File: config.mk
export PLATFORM = sky130hd
export DESIGN_NAME = data_count_pipe
export DESIGN_NICKNAME = d
export VERILOG_FILES = /design/src/rtl/data_count_pkg.sv /design/src/rtl/skid_buffer.sv /design/src/rtl/data_count_pipe.sv
export SDC_FILE = /design/constraint.sdc
export NUM_CORES = 1
export LEC_CHECK = 0
export ABC_AREA = 1
export CAP_MARGIN = 20
export CORE_ASPECT_RATIO = 0.5
export CORE_UTILIZATION = 45
export CTS_CLUSTER_DIAMETER = 200
export DETAILED_ROUTE_END_ITERATION = 7
export GPL_TIMING_DRIVEN = 0
export PLACE_DENSITY = 0.74
export SLEW_MARGIN = 10
export SYNTH_ARGS = -nofsm -noshare
export SYNTH_HDL_FRONTEND = slang
export SYNTH_SLANG_ARGS = --single-unit
File: constraint.sdc
create_clock -name clk -period 1.8 [get_ports clk]
set_input_delay 0.36 -clock clk [delete_from_list [all_inputs] [get_ports clk]]
set_output_delay 0.36 -clock clk [all_outputs]
set_load 0.02 [all_outputs]
File: src/rtl/data_count_pkg.sv
// rtl/data_count_pkg.sv - shared constants and helpers for data_count_pipe
package data_count_pkg;

    localparam bit CNT_WRAP = 1'b0;
    localparam bit CNT_SAT  = 1'b1;

    // A single channel still needs a 1-bit channel field.
    function automatic int ch_width(input int n);
        return (n > 1) ? $clog2(n) : 1;
    endfunction

endpackage

File: src/rtl/skid_buffer.sv
// rtl/skid_buffer.sv - 2-entry valid/ready skid buffer with a registered output
module skid_buffer #(
    parameter int WIDTH = 8
) (
    input  logic             clk,
    input  logic             reset,
    input  logic             s_tvalid,
    output logic             s_tready,
    input  logic [WIDTH-1:0] s_tdata,
    output logic             m_tvalid,
    input  logic             m_tready,
    output logic [WIDTH-1:0] m_tdata
);

    logic             out_valid_q;
    logic [WIDTH-1:0] out_data_q;
    logic             skid_valid_q;
    logic [WIDTH-1:0] skid_data_q;
    logic             pop;
    logic             push;

    // Ready comes only from the skid flag, so there is no path from m_tready.
    assign s_tready = !skid_valid_q;
    assign pop      = out_valid_q && m_tready;
    assign push     = s_tvalid && !skid_valid_q;

    always_ff @(posedge clk) begin
        if (reset) begin
            out_valid_q  <= 1'b0;
            out_data_q   <= '0;
            skid_valid_q <= 1'b0;
            skid_data_q  <= '0;
        end else if (skid_valid_q) begin
            if (pop) begin
                out_data_q   <= skid_data_q;
                skid_valid_q <= 1'b0;
            end
        end else if (push) begin
            if (!out_valid_q || pop) begin
                out_valid_q <= 1'b1;
                out_data_q  <= s_tdata;
            end else begin
                skid_valid_q <= 1'b1;
                skid_data_q  <= s_tdata;
            end
        end else if (pop) begin
            out_valid_q <= 1'b0;
        end
    end

    assign m_tvalid = out_valid_q;
    assign m_tdata  = out_data_q;

endmodule

File: src/rtl/data_count_pipe.sv
// rtl/data_count_pipe.sv - round-robin N-channel stream merge with per-channel beat counters
module data_count_pipe
    import data_count_pkg::*;
#(
    parameter int DATA_W = 8,
    parameter int NUM_CH = 2,
    parameter int CNT_W  = 16,
    parameter bit SAT    = CNT_WRAP
) (
    input  logic                          clk,
    input  logic                          reset,
    input  logic                          enable,
    input  logic [NUM_CH-1:0]             in_valid,
    output logic [NUM_CH-1:0]             in_ready,
    input  logic [NUM_CH*DATA_W-1:0]      in_data,
    output logic                          out_valid,
    input  logic                          out_ready,
    output logic [DATA_W-1:0]             out_data,
    output logic [ch_width(NUM_CH)-1:0]   out_ch,
    input  logic                          cnt_clear,
    output logic [NUM_CH*CNT_W-1:0]       cnt
);

    localparam int CH_W = ch_width(NUM_CH);

    typedef struct packed {
        logic [CH_W-1:0]   ch;
        logic [DATA_W-1:0] data;
    } entry_t;

    logic [CH_W-1:0]  rr_ptr;
    logic [CH_W-1:0]  grant_idx;
    logic [CH_W-1:0]  cand;
    logic             grant_valid;
    logic             skid_ready;
    logic             accept;
    entry_t           in_entry;
    entry_t           out_entry;
    logic [CNT_W-1:0] cnt_q [NUM_CH];

    // First requesting channel at or above rr_ptr, wrapping around.
    always_comb begin
        grant_valid = 1'b0;
        grant_idx   = '0;
        cand        = '0;
        for (int i = 0; i < NUM_CH; i++) begin
            cand = CH_W'((int'(rr_ptr) + i) % NUM_CH);
            if (!grant_valid && in_valid[cand]) begin
                grant_valid = 1'b1;
                grant_idx   = cand;
            end
        end
    end

    assign accept = !reset && enable && skid_ready && grant_valid;

    for (genvar c = 0; c < NUM_CH; c++) begin : g_ready
        assign in_ready[c] = accept && (grant_idx == CH_W'(c));
    end

    always_comb begin
        in_entry.ch   = grant_idx;
        in_entry.data = '0;
        for (int c = 0; c < NUM_CH; c++) begin
            if (grant_idx == CH_W'(c)) begin
                in_entry.data = in_data[c*DATA_W +: DATA_W];
            end
        end
    end

    always_ff @(posedge clk) begin
        if (reset) begin
            rr_ptr <= '0;
        end else if (accept) begin
            rr_ptr <= CH_W'((int'(grant_idx) + 1) % NUM_CH);
        end
    end

    skid_buffer #(
        .WIDTH ($bits(entry_t))
    ) u_skid (
        .clk      (clk),
        .reset    (reset),
        .s_tvalid (accept),
        .s_tready (skid_ready),
        .s_tdata  (in_entry),
        .m_tvalid (out_valid),
        .m_tready (out_ready),
        .m_tdata  (out_entry)
    );

    assign out_data = out_entry.data;
    assign out_ch   = out_entry.ch;

    // Clear wins over a same-cycle accept; the beat itself still goes downstream.
    always_ff @(posedge clk) begin
        for (int c = 0; c < NUM_CH; c++) begin
            if (reset || cnt_clear) begin
                cnt_q[c] <= '0;
            end else if (accept && (grant_idx == CH_W'(c))) begin
                if (!((SAT == CNT_SAT) && (&cnt_q[c]))) begin
                    cnt_q[c] <= cnt_q[c] + CNT_W'(1);
                end
            end
        end
    end

    for (genvar c = 0; c < NUM_CH; c++) begin : g_cnt
        assign cnt[c*CNT_W +: CNT_W] = cnt_q[c];
    end

endmodule

==> images/placed.png <==
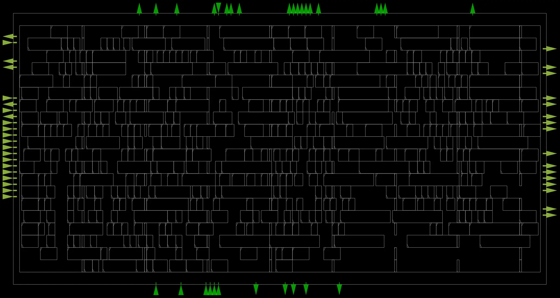
filler cell count: 597
total number of tap cells: 88
final core utilization: 63.4%
Flop Count: 53
sequential cell area share: 34.8%

==> images/class_map.png <==
Drawn at 4 px/um.
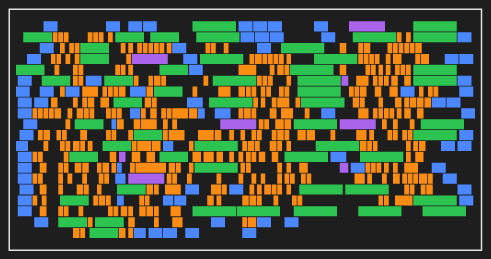
legend:
  green:
    class: registers
    cells: 53
  blue:
    class: remaining buffers and delay cells
    cells: 77
  orange:
    class: remaining logic cells
    cells: 355
  purple:
    class: clock drivers and dummy loads
    cells: 8
site row count: 20
Final Instance Area: 3970 um2

==> images/port_trees.png <==
Drawn at 3 px/um.
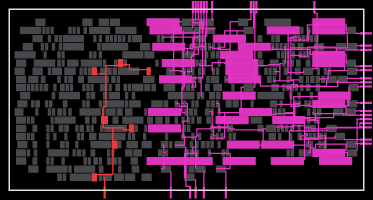
legend:
  red:
    port: reset
    bits: 1
    direction: input
    edge: south
    end_cells: 7
    wire: 81.7 um
  magenta:
    port: cnt
    bits: 32
    direction: output
    edge: 16 east, 11 north, 5 south
    end_cells: 32
    wire: 1,200 um
number of primary I/O pins: 67
count of buffers inserted at the top-level ports: 66

==> images/m1.png <==
Drawn at 6 px/um. Supply wires on this layer in gray.
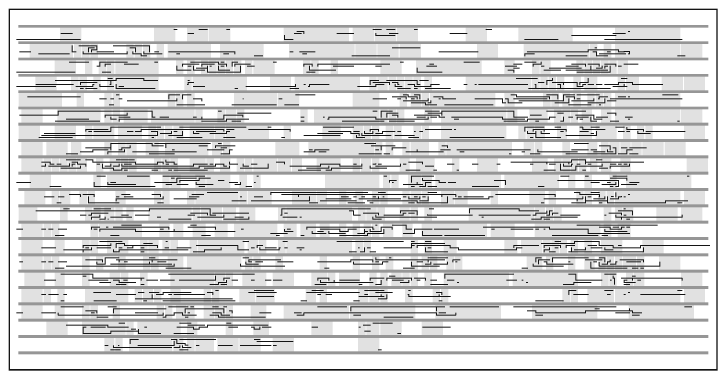
share of all routed wire: 45%
wire length on this layer: 3,020 um
main direction: horizontal
longest straight run: 29.0 um
nets with wire on the layer: 467
met1 Resource Use GR: 24.0%
routed wire length: 6660 um
total number of vias: 2,737

==> CHANGELOG.md <==
## Flow update

- Met1 Routed Length: 3020 um
- YS warnings: 0
- Busiest metal layer after global routing: met2
- Chip height: 59.8 um
- Result of the run: finished clean
- Clk root buf: clkbuf_16
- Worst clock skew: 0.00352 ns
- Clk power: 947 uW
- Total power draw: 2.76 mW
- Die Width: 118 um
- Top post-synthesis cells by count: nand2_1, nor2_1, inv_1
- Xor/xnor share: 0.872%
- Clock transition at path regs: 0.07 ns
- R2R Setup Slk: 0.26 ns
- Total core area: 6260 um2
- Sw Ratio: 25.9%
- Maximum achievable frequency: 569 MHz
- Maximum level of the CTS H-tree: 2
- Maximum number of pins on one net before global-route repair: 17
- Max-cap violations: 0
- Biggest area cells: edfxtp_1, nand2_1, dfxtp_1
- Portion of the layout cell area used by clock cells: 3.56%
- Crit-path slowest cell: clkdlybuf4s50_1
- Register bank with the most flops: cnt_q
- Slowest stage delay, CP: 0.49 ns
- Total setup buffers inserted after CTS: 2
- Instance count on the critical path: 6
- CP arrival: 1.40 ns
- Reg power frac: 50.4%
- Biggest power consumer among the groups: registers
- Global routing usage on met2: 36.7%
- Total number of warnings across the stage logs: 26
- Multi-Input Combinational: 288
- Placed Cells: 569
- Number of distinct standard cells referenced by the synthesized netlist: 29
- Startpoint Class: input port
- Critical path data required time: 1.44 ns
- Top Layout Cells: nand2_1, nor2_1, inv_1, clkdlybuf4s50_1, edfxtp_1
- Time the final worst path needs with I/O delays and setup: 1.76 ns
- Complex-gate fraction of the synthesized area: 7.10%
- Clock Tree Buf Depth: 2
- Mean post-synth cell area: 7.26 um2
- Fraction of registers with async set or reset after synthesis: 0%
- Initial antenna violation count: 0
- CTS Buf Count: 5
- Layout overhead on the synthesized area: 31.8%
- Detailed Route Iter0 Violations: 109
- Least-Margin Pin Slew: 0.521 ns
Power figures rest on the tool's default switching activity, not on a simulated workload.
